## src/rtl/if_prefetch_queue_if.sv

```systemverilog
// Instruction-cache request bus between the fetch stage (master) and the i-cache (slave).
interface if_prefetch_queue_if #(
   parameter int XLEN = 32
);
   logic            IMEM_READ;
   logic [XLEN-1:0] IMEM_ADDR;
   logic [XLEN-1:0] IMEM_INSTR;
   logic            IMEM_BUSYWAIT;

   modport master (output IMEM_READ, IMEM_ADDR, input IMEM_INSTR, IMEM_BUSYWAIT);
   modport slave  (input IMEM_READ, IMEM_ADDR, output IMEM_INSTR, IMEM_BUSYWAIT);
endinterface

```

## src/rtl/if_prefetch_queue.sv

```systemverilog
// Instruction-fetch stage: sequential i-cache fetch into a DEPTH-entry {PC, INSTRUCTION} queue,
// flushed on branch redirect; an access caught in flight by a redirect is drained and dropped.
module if_prefetch_queue #(
   parameter int              XLEN     = 32,
   parameter int              DEPTH    = 4,
   parameter logic [XLEN-1:0] RESET_PC = '0,
   parameter int unsigned     PC_STEP  = 4
) (
   input  logic                       CLK,
   input  logic                       RESET,
   input  logic                       LU_HAZARD,
   input  logic                       MEM_BUSYWAIT,
   input  logic                       BRANCH_SEL,
   input  logic [XLEN-1:0]            B_PC,
   if_prefetch_queue_if.master        imem,
   output logic                       IF_VALID,
   output logic [XLEN-1:0]            PC,
   output logic [XLEN-1:0]            INSTRUCTION,
   output logic [$clog2(DEPTH+1)-1:0] QUEUE_COUNT
);
   localparam int AW = $clog2(DEPTH);
   localparam int CW = $clog2(DEPTH+1);
   localparam logic [CW-1:0] FULL = CW'(DEPTH);

   typedef enum logic {S_FETCH, S_DRAIN} state_t;

   state_t          state_q, state_d;
   logic            pend_q;
   logic [XLEN-1:0] fetch_pc, drain_addr;
   logic [AW-1:0]   wr_ptr, rd_ptr;
   logic [CW-1:0]   count;
   logic [XLEN-1:0] pc_mem  [DEPTH];
   logic [XLEN-1:0] ins_mem [DEPTH];

   logic rd, done, pop, push, redirect;

   assign IF_VALID    = (count != '0);
   assign QUEUE_COUNT = count;
   assign PC          = IF_VALID ? pc_mem[rd_ptr]  : '0;
   assign INSTRUCTION = IF_VALID ? ins_mem[rd_ptr] : '0;

   assign pop      = IF_VALID & ~LU_HAZARD & ~MEM_BUSYWAIT;
   assign redirect = BRANCH_SEL & ~MEM_BUSYWAIT;

   always_ff @(posedge CLK) begin
      if (RESET) state_q <= S_FETCH;
      else       state_q <= state_d;
   end

   // A stalled request (pend_q) keeps IMEM_READ up even if the pop that launched it goes away.
   always_comb begin
      state_d = state_q;
      rd      = 1'b0;
      imem.IMEM_ADDR = fetch_pc;
      case (state_q)
         S_FETCH: begin
            rd = ~RESET & (pend_q | (count < FULL) | pop);
            if (redirect & rd & imem.IMEM_BUSYWAIT) state_d = S_DRAIN;
         end
         S_DRAIN: begin
            rd = ~RESET;
            imem.IMEM_ADDR = drain_addr;
            if (rd & ~imem.IMEM_BUSYWAIT) state_d = S_FETCH;
         end
         default: state_d = S_FETCH;
      endcase
      imem.IMEM_READ = rd;
      done = rd & ~imem.IMEM_BUSYWAIT;
      push = done & (state_q == S_FETCH) & ~redirect;
   end

   always_ff @(posedge CLK) begin
      if (RESET) begin
         fetch_pc   <= RESET_PC;
         drain_addr <= RESET_PC;
         pend_q     <= 1'b0;
         wr_ptr     <= '0;
         rd_ptr     <= '0;
         count      <= '0;
      end else begin
         pend_q <= (state_q == S_FETCH) & rd & imem.IMEM_BUSYWAIT & ~redirect;
         if (redirect) begin
            fetch_pc <= B_PC;
            wr_ptr   <= '0;
            rd_ptr   <= '0;
            count    <= '0;
            // Only the first redirect captures the in-flight address; later ones retarget only.
            if (state_q == S_FETCH) drain_addr <= fetch_pc;
         end else begin
            if (push) begin
               wr_ptr   <= wr_ptr + AW'(1);
               fetch_pc <= fetch_pc + XLEN'(PC_STEP);
            end
            if (pop) rd_ptr <= rd_ptr + AW'(1);
            case ({push, pop})
               2'b10:   count <= count + CW'(1);
               2'b01:   count <= count - CW'(1);
               default: count <= count;
            endcase
         end
      end
   end

   always_ff @(posedge CLK) begin
      if (push) begin
         pc_mem[wr_ptr]  <= fetch_pc;
         ins_mem[wr_ptr] <= imem.IMEM_INSTR;
      end
   end
endmodule

```

## src/flat_wrapper.sv

```systemverilog
// flat-port wrapper written by rule: the top's interface ports become plain ports
module if_prefetch_queue_flat 
#(
   parameter int              XLEN     = 32,
   parameter int              DEPTH    = 4,
   parameter logic [XLEN-1:0] RESET_PC = '0,
   parameter int unsigned     PC_STEP  = 4
)
  (CLK, RESET, LU_HAZARD, MEM_BUSYWAIT, BRANCH_SEL, B_PC, IF_VALID, PC, INSTRUCTION, QUEUE_COUNT, imem_IMEM_READ, imem_IMEM_ADDR, imem_IMEM_INSTR, imem_IMEM_BUSYWAIT);
  if_prefetch_queue_if #(.XLEN(XLEN)) imem_i ();
  input  logic CLK;
  input  logic RESET;
  input  logic LU_HAZARD;
  input  logic MEM_BUSYWAIT;
  input  logic BRANCH_SEL;
  input  logic [XLEN-1:0] B_PC;
  output logic IF_VALID;
  output logic [XLEN-1:0] PC;
  output logic [XLEN-1:0] INSTRUCTION;
  output logic [$clog2(DEPTH+1)-1:0] QUEUE_COUNT;
  output wire logic [$bits(imem_i.IMEM_READ)-1:0] imem_IMEM_READ;
  output wire logic [$bits(imem_i.IMEM_ADDR)-1:0] imem_IMEM_ADDR;
  input wire logic [$bits(imem_i.IMEM_INSTR)-1:0] imem_IMEM_INSTR;
  input wire logic [$bits(imem_i.IMEM_BUSYWAIT)-1:0] imem_IMEM_BUSYWAIT;
  assign imem_IMEM_READ = imem_i.IMEM_READ;
  assign imem_IMEM_ADDR = imem_i.IMEM_ADDR;
  assign imem_i.IMEM_INSTR = imem_IMEM_INSTR;
  assign imem_i.IMEM_BUSYWAIT = imem_IMEM_BUSYWAIT;
  if_prefetch_queue #(.XLEN(XLEN), .DEPTH(DEPTH), .RESET_PC(RESET_PC), .PC_STEP(PC_STEP)) u_core (.CLK(CLK), .RESET(RESET), .LU_HAZARD(LU_HAZARD), .MEM_BUSYWAIT(MEM_BUSYWAIT), .BRANCH_SEL(BRANCH_SEL), .B_PC(B_PC), .imem(imem_i), .IF_VALID(IF_VALID), .PC(PC), .INSTRUCTION(INSTRUCTION), .QUEUE_COUNT(QUEUE_COUNT));
endmodule
```

## config.mk

```make
export PLATFORM = sky130hd
export DESIGN_NAME = if_prefetch_queue_flat
export DESIGN_NICKNAME = d
export VERILOG_FILES = /design/src/rtl/if_prefetch_queue_if.sv /design/src/rtl/if_prefetch_queue.sv /design/src/flat_wrapper.sv
export SDC_FILE = /design/constraint.sdc
export NUM_CORES = 1
export LEC_CHECK = 0
export ABC_AREA = 0
export CAP_MARGIN = 20
export CORE_UTILIZATION = 27
export CTS_BUF_LIST = sky130_fd_sc_hd__clkbuf_2 sky130_fd_sc_hd__clkbuf_4 sky130_fd_sc_hd__clkbuf_8
export DETAILED_ROUTE_END_ITERATION = 8
export PLACE_DENSITY_LB_ADDON = 0.3
export SETUP_SLACK_MARGIN = 0.1
export SYNTH_ARGS = -nofsm -noshare
export SYNTH_HDL_FRONTEND = slang
export SYNTH_SLANG_ARGS = --single-unit
export TNS_END_PERCENT = 30
```

## constraint.sdc

```tcl
create_clock -name CLK -period 5.4 [get_ports CLK]
set_input_delay 1.08 -clock CLK [delete_from_list [all_inputs] [get_ports CLK]]
set_output_delay 1.08 -clock CLK [all_outputs]
set_load 0.01 [all_outputs]
```

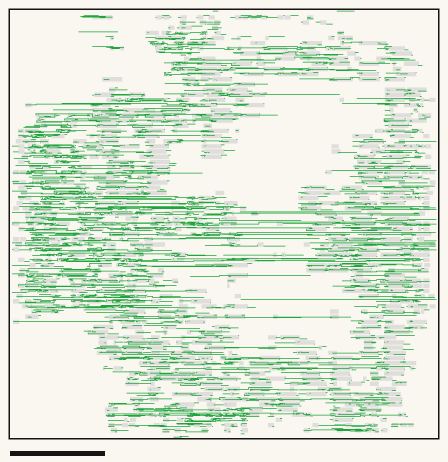
(signal wires on met1)
The bar under the picture is 50 um long. Cells faint in the background.
wire length on this layer	16100 um
longest straight run	105 um
Post-Route WL: 34600 um
routing usage on met1: 0.189
vias: 7919

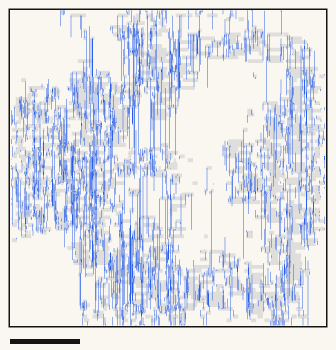
(the metal 2 layer)
The bar under the picture is 50 um long. Cells faint in the background.
longest straight run	94.3 um
main direction	vertical

==> changes_impl.md <==
### Implementation results

- Critical path's slowest cell: dfxtp_4
- Final worst path period need: 4.08 ns
- Top cells by count: edfxtp_1 (256), nor2_1 (108), dfxtp_1 (75), and2_1 (67), mux4_2 (64)
- Fillers: 4730
- Mi-comb count: 473
- Logic area: 0.00408 mm^2
- AND-OR/OR-AND Cells, Area Fraction: 0.0308
- OpenROAD warning count: 29
- Tap cells: 664
- Hold path endpoint: u_core.drain_addr[27]$_SDFFE_PP0P_
- Clk root buf: clkbuf_8
- Init Core Util: 0.275
- Comb area share: 0.236
- Dpl hpwl: 21900 um
- Non-clk invs: 11
- Buffers outside the clock class: 187
- CTS H-tree lvls: 2
- Wire per inst: 19.5 um
- Hold Vio Cnt, Final: 0
- Setup ws final: 1.32 ns
- Clk_skew: 0.0329 ns
- Xor/xnor share: 0.0201
- Static Leak: 5.57 nW
- Main flop type: edfxtp_1
- Synth Seq Share: 0.681
- Syn Inst Count: 868
- VDD IR max: 0.182 mV
- Final setup violation count: 0
- Worst hold path class: register to register
- Placeable Area: 0.0492 mm^2
- Unrepaired setup endpoints after global routing: false
- Reg2reg end: u_core.QUEUE_COUNT[2]$_SDFFE_PP0P_
- Origin of the worst min-delay path: u_core.drain_addr[27]$_SDFFE_PP0P_
- CP Class: register to output pin
- CP max stage delay: 0.84 ns
- Max-slew violation count: 0
- Synth Area in Simple Gates: 0.112
- Pre-CTS setup slack: 1.45 ns
- Outcome: complete, no violations
- Flip-flops: 331
- Yosys stat chip area: 0.0135 mm^2
- CTS Sinks: 331
- Standard-cell rows: 81
- Global-route wire length before repair: 52200 um
- Routability cong.: 0.729
- TritonCTS Buffers: 58
- Final total power: 5.77 mW
- Post-Route Setup TNS: 0 ns
- Clock slew at reported path FFs: 0.06 ns
- Total gr overflow: 0
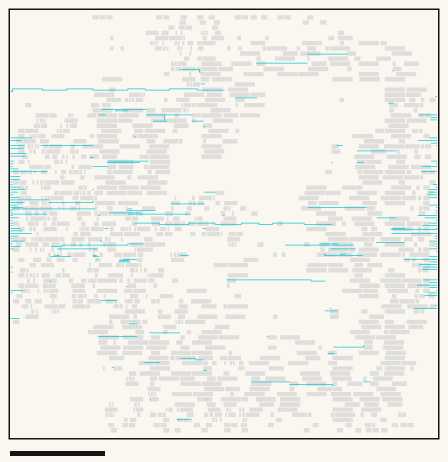
(the metal 3 layer)
The bar under the picture is 50 um long. Cells faint in the background.
main direction	horizontal
longest straight run	44.4 um
wire length on this layer	1590 um
share of all routed wire	4.6%
met3 Usage GRT: 0.0283

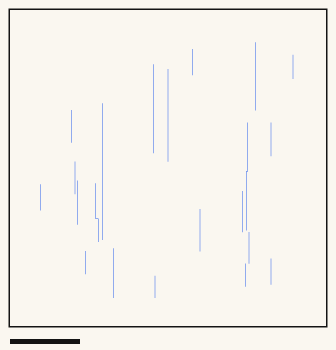
(M4 wires)
The bar under the picture is 50 um long.
main direction	vertical
longest straight run	97.2 um

state kept, by name, summed over array words and instances (netlist names), named ones only:
register / cells
u_core.ins_mem: 128
u_core.pc_mem: 128
u_core.drain_addr: 32
u_core.fetch_pc: 32
u_core.QUEUE_COUNT: 3
u_core.rd_ptr: 2
u_core.wr_ptr: 2
u_core.pend_q: 1
u_core.state_q: 1
layout by cell type (no fill, tap or decap), types with 3 or more instances in the layout:
| cell | count |
|---|---|
| and4_1 | 5 |
| xnor2_1 | 27 |
| and2_1 | 67 |
| nor4_2 | 6 |
| nor3_1 | 44 |
| clkinv_1 | 3 |
| or3_1 | 4 |
| mux4_2 | 64 |
| ha_1 | 6 |
| buf_4 | 15 |
| mux2_2 | 26 |
| a211oi_1 | 22 |
| clkinv_2 | 12 |
| nand3_1 | 11 |
| inv_1 | 11 |
| and3_4 | 4 |
| edfxtp_1 | 256 |
| dfxtp_1 | 72 |
| clkbuf_8 | 69 |
| nand2_1 | 22 |
| bufinv_16 | 3 |
| a211oi_2 | 3 |
| xor2_1 | 4 |
| o21ai_0 | 12 |
| nor2_1 | 108 |
| a311oi_1 | 3 |
| clkbuf_4 | 18 |
| a21oi_1 | 5 |
| clkdlybuf4s50_1 | 169 |
layer usage:
metal  up-vias  part of all wire  GRT usage
met5         -           0.00049          0
met1      3956              0.47      0.189
met3        53             0.046     0.0283
met4         2             0.021     0.0474
met2       228              0.47      0.221
li1       3680                 -          -
report_power, final:
part	total, mW	internal, mW	leakage, nW	switching (mW)
clock	2.46	1.43	0.679	1.03
combinational	0.427	0.219	1.93	0.208
sequential	2.88	2.82	2.96	0.0603
total	5.77	4.47	5.57	1.30
through the flow:
step	cells	utilization
after floorplan	868	-
after global placement	1665	0.325
after detailed placement	1665	0.325
after CTS	1773	0.351
after global routing	1774	0.351
final	1774	0.351
Power is estimated from default activity; no workload was simulated.
